Design regfile_dump_engine, sky130hd; sources not shown.
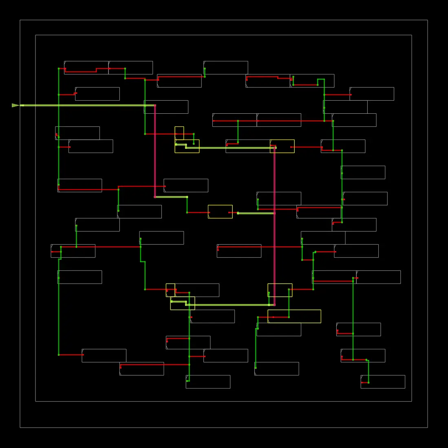
(images/clock_nets.png)
Insertion Delay late pin: 0.30 ns
Clock Sinks: 46

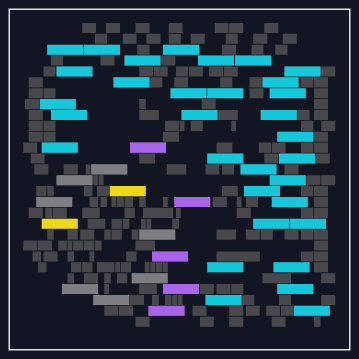
(images/ff_map.png)
(4 px per um) Other sequential cells in the stronger grey, the rest of the logic in the fainter grey.
- purple: dump_index (placed flops 5)
- cyan: dump_data (placed flops 32; where all over the die)
- yellow: state_q (placed flops 2)
- not coloured: 7
power in sequential cells: 0.971 mW
Seq area share: 39.9%

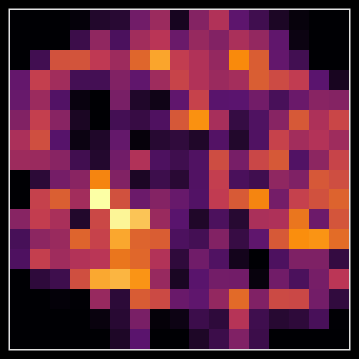
(images/route_heat.png)
(4 px per um) The die is cut into 17 by 17 equal tiles; black is low, pale yellow is high, scaled to the fullest tile. Values are wire area over tile area, all layers added.
- tiles over half the peak: 23%
- fullest tile: 0.32
- nearly empty tiles: 15%
- densest ninth of the die: right middle
- mean over tiles: 0.099
Vias: 1,493
total routed wirelength: 4450 um

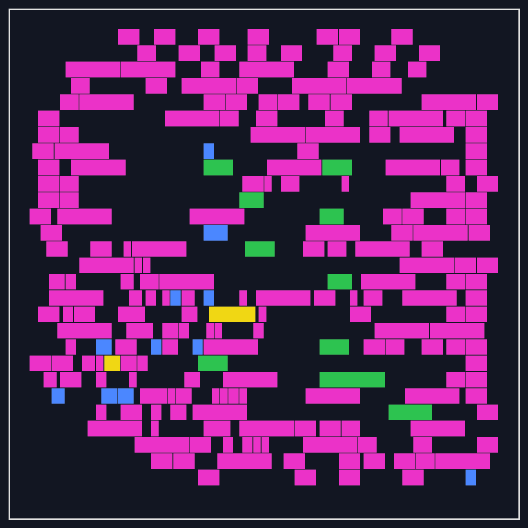
(images/sizing.png)
(6 px per um)
- blue: x2 (cells 11; share 4.7%)
- magenta: x1 and smaller (cells 211; share 90%)
- green: x6 and larger (cells 10; share 4.3%)
- yellow: x3 and x4 (cells 2; share 0.85%)
smallest setup slack after layout: 0.624 ns
total non-filler cell area in the finished layout: 2890 um2
area growth from synthesis to final layout: 55.3%
Non-Clock Buffer Count: 93

==> flow_results.org <==
#+TITLE: Flow metrics

** Finish
- The layout has 8 inverters outside the clock class.
- In the final layout, multi-input gates take up 21.0% of the cell area.
- Clk cell area share :: 3.77%
- Sequential Area :: 1150 um2

** Worst setup path
- Worst Path Max Fanout :: 10
- The largest single stage delay on the critical path is 0.54 ns.
- Depth of the critical timing path with buffers and inverters included :: 3
- Setup Crit Path Kind :: flop to output pin
- Data required time at the worst endpoint :: 2.40 ns
- Worst endpoint data arrival time :: 1.78 ns
- STA reports a reg2reg setup slack of 1.22 ns.
- Kind of cell adding the most delay to the critical path :: buffers and inverters

** Timing
- Counting pins that exceed their max-slew limit in the final report gives 0.

** Logic synthesis
- Post-Synthesis Cell Area :: 1860 um2
- Simple-Gate Fraction of Synth Area :: 6.59%
- Post-synthesis cell type count :: 30
- Yosys reported that registers with async set or reset make up 100%.
- Most repeated cell in the gate-level netlist after synthesis :: sky130_fd_sc_hd__dfrtp_1
- Synthesized instance count :: 144
- Proportion of synthesized chip area in sequential cells :: 61.9%
- Predominant post-synthesis flop cell :: sky130_fd_sc_hd__dfrtp_1
- The Yosys step of the flow raised 6 warnings.
- After Yosys synthesis, XOR and XNOR cells account for 0% of the synthesized area.
- The net count after synthesis is 184.

** Clock tree
- Hold buffers post-CTS :: 0
- Maximum clock insertion buffer count :: 2
- Clock tree root buffer cell :: sky130_fd_sc_hd__clkbuf_8
- Clock slew seen by the registers of the worst setup and hold paths :: 0.09 ns
- TritonCTS built the clock tree.
- Number of buffers created by CTS :: 5

** Detailed routing
- Max layer used :: met4
- In the per-layer breakdown of the detailed-route log, met1 shows 2140 um.
- The count of nets left with antenna violations once routing finished came out at 0.
- In the log, the iteration count for the first detailed-route pass is 3.
- Summed over all nets, wire length on met2 after detailed routing comes to 1970 um.
- The routed design shows a wire length per standard cell of 14.4 um.
- DRC violations left :: 0

** Die
- Ports placed on the boundary :: 82
- The die covers 7180 um2.

** Pwr
- Net Sw Frac :: 37.3%
- The flow reported a cell area power density of 976 nW/um2.

** Global route
- Grt met1 use :: 18.8%
- Most Crowded Layer GR :: met2

** Job
- Per the run summary, max-cap violations total 0.

** Run status
- The run finished with clean final reports.
kinds of logic (layout without fill, tap and decap cells):
group / after synthesis / in the layout
DFF: 46 / 46
muxes: 1 / 1
and+or+nand+nor: 22 / 22
buffers and inverters: 19 / 109
AOI/OAI and AO/OA: 52 / 52
adders and majority gates: 4 / 4
stage by stage:
stage | TNS, ns | std cells | hold slack (ns) | setup WS, ns
after floorplan | 0 | 144 | 0.504 | 1.28
after global placement | -1.78 | 300 | 0.464 | -0.0414
after CTS | 0 | 309 | 0.470 | 0.626
after global routing | 0 | 309 | 0.503 | 0.560
after detailed placement | 0 | 301 | 0.473 | 0.914
final | 0 | 309 | 0.465 | 0.624
Power and IR drop assume default switching activity.
